<file path="config.mk">
export PLATFORM = sky130hd
export DESIGN_NAME = mem_port_arbiter
export DESIGN_NICKNAME = d
export VERILOG_FILES = /design/src/rtl/mem_port_arbiter.sv
export SDC_FILE = /design/constraint.sdc
export NUM_CORES = 1
export LEC_CHECK = 0
export CORE_ASPECT_RATIO = 1.25
export CORE_MARGIN = 5
export CORE_UTILIZATION = 44
export DETAILED_ROUTE_END_ITERATION = 10
export PLACE_DENSITY = 0.85
export SYNTH_ARGS = -nofsm -noshare
export SYNTH_HDL_FRONTEND = slang
export SYNTH_SLANG_ARGS = --single-unit
</file>
<file path="constraint.sdc">
create_clock -name clk -period 5.48 [get_ports clk]
set_input_delay 0.548 -clock clk [delete_from_list [all_inputs] [get_ports clk]]
set_output_delay 0.548 -clock clk [all_outputs]
set_load 0.01 [all_outputs]
</file>
<file path="src/rtl/mem_port_arbiter.sv">
// rtl/mem_port_arbiter.sv - round-robin arbiter for the shared memory port
//
// Purpose: shares one memory port between three requesters (0 = instruction
// fetch, 1 = load/store FSM, 2 = debug/DMA). One transaction runs at a time,
// and a watchdog aborts any access whose MFC never arrives.
//
// Ports:
//   clk, rst            clock (rising edge), asynchronous active-high reset
//   req/rw/addr/wdata   per-requester request, direction (1 = read), address,
//                       write data; requester i at [i*W +: W]
//   gnt, ack, err       one-hot grant, one-cycle one-hot ack, timeout flag
//   rdata               read data captured at MFC, held until next capture
//   mem_en/mem_rw/mem_addr/mem_wdata/mem_rdata/mem_mfc  memory-side port
module mem_port_arbiter #(
  parameter int ADDR_W  = 6,
  parameter int DATA_W  = 16,
  parameter int TIMEOUT = 15,
  parameter int CNT_W   = 4
) (
  input  logic                clk,
  input  logic                rst,
  input  logic [2:0]          req,
  input  logic [2:0]          rw,
  input  logic [3*ADDR_W-1:0] addr,
  input  logic [3*DATA_W-1:0] wdata,
  output logic [2:0]          gnt,
  output logic [2:0]          ack,
  output logic                err,
  output logic [DATA_W-1:0]   rdata,
  output logic                mem_en,
  output logic                mem_rw,
  output logic [ADDR_W-1:0]   mem_addr,
  output logic [DATA_W-1:0]   mem_wdata,
  input  logic [DATA_W-1:0]   mem_rdata,
  input  logic                mem_mfc
);

  localparam logic [1:0] IDLE   = 2'd0;
  localparam logic [1:0] GRANT  = 2'd1;
  localparam logic [1:0] ACCESS = 2'd2;
  localparam logic [1:0] DONE   = 2'd3;

  // Count value in the last ACCESS cycle allowed before the watchdog fires.
  localparam logic [CNT_W-1:0] TMO_LAST = (TIMEOUT == 0) ? '0 : CNT_W'(TIMEOUT - 1);

  logic [1:0]        state_q, state_d;
  logic [2:0]        gnt_q, gnt_d;
  logic [2:0]        ack_q, ack_d;
  logic              err_q, err_d;
  logic              mem_en_q, mem_en_d;
  logic              mem_rw_q, mem_rw_d;
  logic [ADDR_W-1:0] mem_addr_q, mem_addr_d;
  logic [DATA_W-1:0] mem_wdata_q, mem_wdata_d;
  logic [DATA_W-1:0] rdata_q, rdata_d;
  logic [CNT_W-1:0]  cnt_q, cnt_d;
  logic [1:0]        last_q, last_d;

  logic [1:0]        pick;
  logic [2:0]        sel_gnt;
  logic              sel_rw;
  logic [ADDR_W-1:0] sel_addr;
  logic [DATA_W-1:0] sel_wdata;

  // Round-robin: scan starting just after the last granted requester.
  always_comb begin
    pick = 2'd0;
    case (last_q)
      2'd0:    pick = req[1] ? 2'd1 : (req[2] ? 2'd2 : 2'd0);
      2'd1:    pick = req[2] ? 2'd2 : (req[0] ? 2'd0 : 2'd1);
      default: pick = req[0] ? 2'd0 : (req[1] ? 2'd1 : 2'd2);
    endcase
  end

  always_comb begin
    sel_gnt   = 3'b001;
    sel_rw    = rw[0];
    sel_addr  = addr[0*ADDR_W +: ADDR_W];
    sel_wdata = wdata[0*DATA_W +: DATA_W];
    case (pick)
      2'd1: begin
        sel_gnt   = 3'b010;
        sel_rw    = rw[1];
        sel_addr  = addr[1*ADDR_W +: ADDR_W];
        sel_wdata = wdata[1*DATA_W +: DATA_W];
      end
      2'd2: begin
        sel_gnt   = 3'b100;
        sel_rw    = rw[2];
        sel_addr  = addr[2*ADDR_W +: ADDR_W];
        sel_wdata = wdata[2*DATA_W +: DATA_W];
      end
      default: ;
    endcase
  end

  always_comb begin
    state_d     = state_q;
    gnt_d       = gnt_q;
    ack_d       = ack_q;
    err_d       = err_q;
    mem_en_d    = mem_en_q;
    mem_rw_d    = mem_rw_q;
    mem_addr_d  = mem_addr_q;
    mem_wdata_d = mem_wdata_q;
    rdata_d     = rdata_q;
    cnt_d       = cnt_q;
    last_d      = last_q;
    case (state_q)
      IDLE: begin
        if (|req) begin
          state_d     = GRANT;
          gnt_d       = sel_gnt;
          last_d      = pick;
          mem_rw_d    = sel_rw;
          mem_addr_d  = sel_addr;
          mem_wdata_d = sel_wdata;
        end
      end
      GRANT: begin
        // One cycle of address/data setup before the enable rises.
        cnt_d    = '0;
        mem_en_d = 1'b1;
        state_d  = ACCESS;
      end
      ACCESS: begin
        // MFC takes priority over an expiring watchdog in the same cycle.
        if (mem_mfc) begin
          if (mem_rw_q) rdata_d = mem_rdata;
          state_d  = DONE;
          mem_en_d = 1'b0;
          ack_d    = gnt_q;
          err_d    = 1'b0;
        end else if (TIMEOUT != 0 && cnt_q == TMO_LAST) begin
          state_d  = DONE;
          mem_en_d = 1'b0;
          ack_d    = gnt_q;
          err_d    = 1'b1;
        end else begin
          cnt_d = cnt_q + 1'b1;
        end
      end
      DONE: begin
        state_d = IDLE;
        ack_d   = 3'b000;
        err_d   = 1'b0;
        gnt_d   = 3'b000;
      end
      default: state_d = IDLE;
    endcase
  end

  always_ff @(posedge clk or posedge rst) begin
    if (rst) begin
      state_q     <= IDLE;
      gnt_q       <= '0;
      ack_q       <= '0;
      err_q       <= 1'b0;
      mem_en_q    <= 1'b0;
      mem_rw_q    <= 1'b0;
      mem_addr_q  <= '0;
      mem_wdata_q <= '0;
      rdata_q     <= '0;
      cnt_q       <= '0;
      last_q      <= 2'd2;
    end else begin
      state_q     <= state_d;
      gnt_q       <= gnt_d;
      ack_q       <= ack_d;
      err_q       <= err_d;
      mem_en_q    <= mem_en_d;
      mem_rw_q    <= mem_rw_d;
      mem_addr_q  <= mem_addr_d;
      mem_wdata_q <= mem_wdata_d;
      rdata_q     <= rdata_d;
      cnt_q       <= cnt_d;
      last_q      <= last_d;
    end
  end

  assign gnt       = gnt_q;
  assign ack       = ack_q;
  assign err       = err_q;
  assign rdata     = rdata_q;
  assign mem_en    = mem_en_q;
  assign mem_rw    = mem_rw_q;
  assign mem_addr  = mem_addr_q;
  assign mem_wdata = mem_wdata_q;

endmodule

</file>
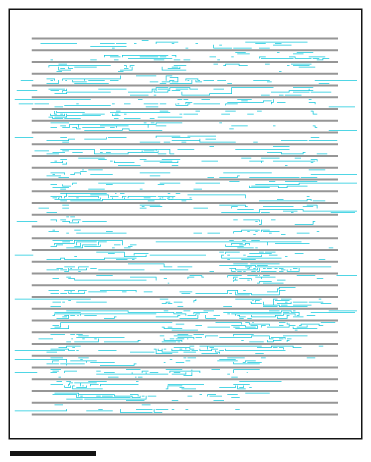
run_1/m1.png
Scale bar: 20 um. Supply wires on this layer in gray.
The layer carries 2830 um of wire. 404 nets have wire on it. The wires run mostly horizontal. The longest straight run is 33.6 um.

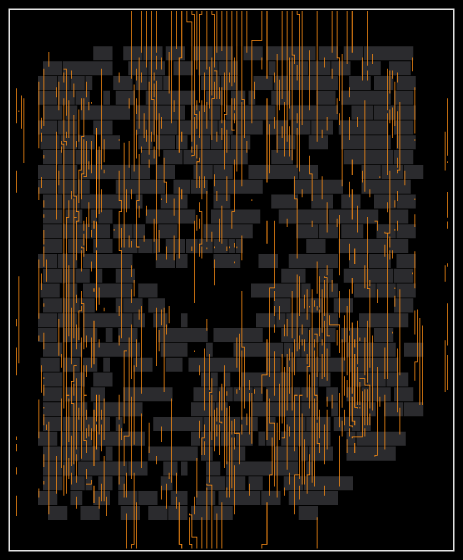
run_1/m2.png
The layer carries 3760 um of wire. 424 nets have wire on it. The longest straight run is 50.7 um. The layer holds 50% of the routed length. The wires run mostly vertical.

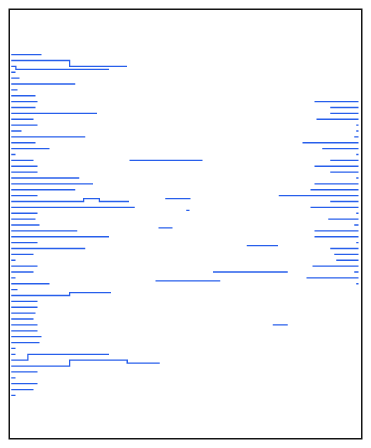
run_1/m3.png
The wires run mostly horizontal. The layer carries 801 um of wire. The longest straight run is 28.3 um. 96 nets have wire on it. The layer holds 11% of the routed length.

==> CHANGELOG.md, run 1 <==
### Changed

- Status: complete, no violations
- Placed cell count: 467
- Yosys simple share: 15.8%
- Worst Hold Launch: mem_wdata[2]
- RSZ-0062 raised after global routing: no
- Clock Skews: 0.00781 ns
- Dominant logic cell type in the layout: clkdlybuf4s50_1
- CTS resizes: 0
- Total GRT Usage: 18.8%
- Met2 Use GR: 33.3%
- Log Warnings: 31
- DR top layer: met4
- Residual DRC: 0
- Max incr delay on CP: 1.08 ns
- Placed Area: 0.00420 mm^2
- Site Rows: 32
- Grt met1 use: 21.5%
- Router iterations before antenna repair: 4
- Crit path from: req[0]
- PortBufs: 137
- Setup WS pre-CTS: 1.95 ns
- Hold Violations, Final: 0
- Mux cell area share: 6.81%
- Area grow syn2layout: 53.9%
- Clk latency late pin: 0.31 ns
[run 1: final cells by class]
type,count,area (um^2)
flip-flops and latches,55,1380
multi-input cells,179,1300
well taps,85,106
fillers,495,1870
clock inverters,3,25.0
repair buffers,139,1390
clock buffers,5,68.8
inverters,9,33.8
[run 1: cell usage after synthesis, drive strengths merged]
cell type,number,area (um^2)
dfrtp,54,1350
nand2,31,116
nor2b,25,156
o31ai,25,201
a221oi,23,201
mux2,16,180
nand3,11,60.1
clkbuf,10,37.5
inv,9,33.8
o21ai,9,45.0
ha,8,100
buf,7,43.8
nor2,4,15.0
a21oi,3,15.0
a31oi,3,18.8
a21o,2,15.0
a32o,2,20.0
nand2b,2,12.5
nand4b,2,17.5
a21boi,1,7.51
a31o,1,8.76
and3,1,6.26
and3b,1,8.76
dfstp,1,26.3
mux2i,1,10.0
nand3b,1,7.51
nor3b,1,7.51
nor4b,1,23.8
o221ai,1,8.76
o2bb2ai,1,8.76
o31a,1,8.76
o32a,1,10.0
or3b,1,8.76
[run 1: worst paths after layout]
| check | end | slack, ns |
|---|---|---|
| worst max-delay path | mem_addr[4] | 2.31 |
| min in group asynchronous | rdata[1] | 0.72 |
| worst min register to register | mem_wdata[2] | 0.48 |
| max in group asynchronous | state_q[1] | 4.27 |
| worst max register to register | mem_addr[4] | 2.83 |
| worst min-delay path | mem_wdata[2] | 0.48 |
[run 1: flip-flops by register name, summed over array words and instances, names as in the netlist]
register / cells
mem_wdata: 16
rdata: 16
mem_addr: 6
cnt_q: 4
ack: 3
gnt: 3
last_q: 2
state_q: 2
err: 1
mem_en: 1
mem_rw: 1
[run 1: where the power goes]
part	internal (mW)	total [mW]	switching, mW
Sequential	0.592	0.698	0.105
Combinational	0.644	1.22	0.577
Clock	0.0916	0.225	0.134
Total	1.33	2.14	0.816
run_1/congestion_map.png
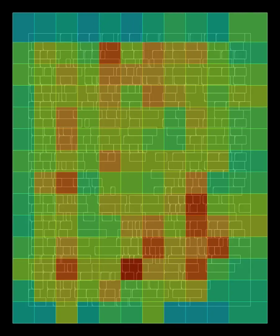

==> run 1 -> run 2 <==
CORE_UTILIZATION = 37   (was 44)
PLACE_DENSITY = 0.77   (was 0.85)
clock period = 2.8 ns   (was 5.48 ns; I/O delays follow)
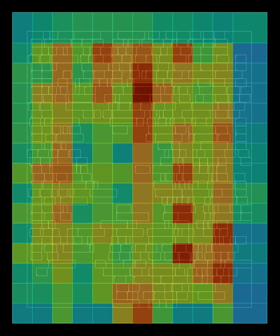
run_2/congestion_map.png
WL per Instance: 16.3 um
met2 Use GR: 31.6%
Util after Layout: 59.8%
GR Layer Usage met3: 4.53%

==> CHANGELOG.md, run 2 <==
### Changed

- Synth area leader: dfrtp_1
- Max incr delay on CP: 0.67 ns (-0.41 ns)
- Reg2reg setup slack: 0.70 ns (-2.13 ns)
- Site Rows: 35 (+9.4%)
- Most frequent cell after synthesis: dfrtp_1
- Clk latency late pin: 0.31 ns (about the same)
- Placed Area: 0.00427 mm^2 (+1.6%)
- Log Warnings: 31 (unchanged)
- Dominant flop cell: dfrtp_1
- FP Core Util: 38.0%
- Status: complete, no violations
- RSZ-0062 raised after global routing: no
- P_int: 2.82 mW (+110%)
- Sequential Power Share: 30.8% (-1.7 points)
- Main area contributors: dfrtp_1 48%, a221oi_1 7.2%, mux2_2 6.5%
- Router iterations before antenna repair: 4 (unchanged)
- Logic gate share of total power: 55.4% (-1.6 points)
- Clock Skews: 0.0127 ns (+0.00493 ns)
- Dominant cell area share: 48.4% (unchanged)
- Setup WS pre-CTS: 0.326 ns (-1.63 ns)
- Synth top cells by count: 54 x dfrtp_1, 31 x nand2_1, 25 x nor2b_1
- Relative slew slack: 67.5%
- Crit path from: req[1]
- Asr flop ratio synth: 100% (unchanged)
- Net Sw Frac: 36.5% (-1.6 points)
- Hold Violations, Final: 0 (unchanged)
- CTS resizes: 0 (unchanged)
- Residual DRC: 0 (unchanged)
- R2R Path End: mem_addr[5]
- Dominant logic cell type in the layout: clkdlybuf4s50_1
- Placed cell count: 480 (+2.8%)
- NetSw: 1.62 mW (+98%)
- Total GRT Usage: 17.0% (-1.8 points)
- Area grow syn2layout: 57.7%
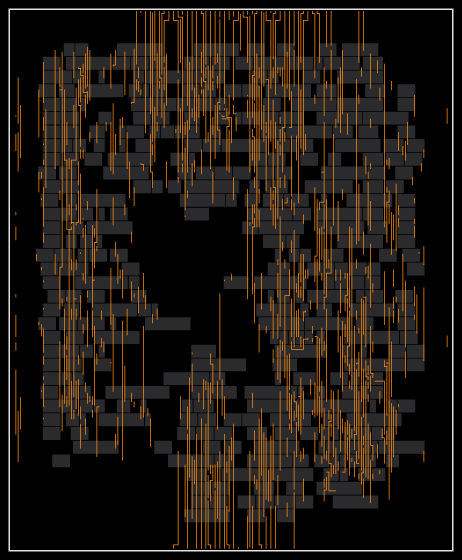
run_2/m2.png
426 nets have wire on it. The layer carries 4250 um of wire. The longest straight run is 42.7 um. The layer holds 54% of the routed length.

-- run 2: power groups by stage --
stage | registers (mW) | clock network (mW) | logic, mW
6_report | 1.37 | 0.614 | 2.46
5_1_grt | 1.42 | 0.665 | 2.71
4_1_cts | 1.37 | 0.635 | 2.50
3_5_place_dp | 1.39 | 0 | 2.49
3_3_place_gp | 1.37 | 0 | 2.44
2_1_floorplan | 1.51 | 0 | 1.27
-- run 2: logic make-up after synthesis --
logic type                 share of synthesized area (%)
and+or+nand+nor                                     15.8
muxes                                               6.81
adders and majority gates                           3.58
buffers and inverters                               4.12
AOI/OAI and AO/OA                                   20.4
DFF                                                 49.3
-- run 2: critical path: cells and delay by family --
kind | cells | cell delay [ns]
buffers and inverters | 3 | 0.94
AOI/OAI and AO/OA | 3 | 0.67
adders and majority gates | 1 | 0.32
and+or+nand+nor | 1 | 0.12
-- run 2: final cells by class --
class	instances	area, um^2
fillers	647	2950
repair buffers	145	1440
flip-flops and latches	55	1380
multi-input cells	179	1300
well taps	92	115
clock buffers	6	72.6
clock inverters	2	60.1
inverters	9	33.8
-- run 2: worst max-delay path by stage --
stage,end,slack (ns)
detailed placement,mem_addr[2],0.33
floorplan,mem_addr[0],0.78
CTS,mem_addr[2],0.65
global route,mem_wdata[0],0.49
finish,mem_addr[5],0.64
global placement,mem_addr[2],0.34
-- run 2: metal layers --
| layer | track usage, % | part of all wire [%] |
|---|---|---|
| met5 | 0 | 0 |
| met4 | 3.84 | 1.8 |
| met3 | 4.53 | 8.1 |
| met2 | 31.6 | 54 |
| met1 | 18.9 | 36 |
Power and IR drop assume default switching activity.
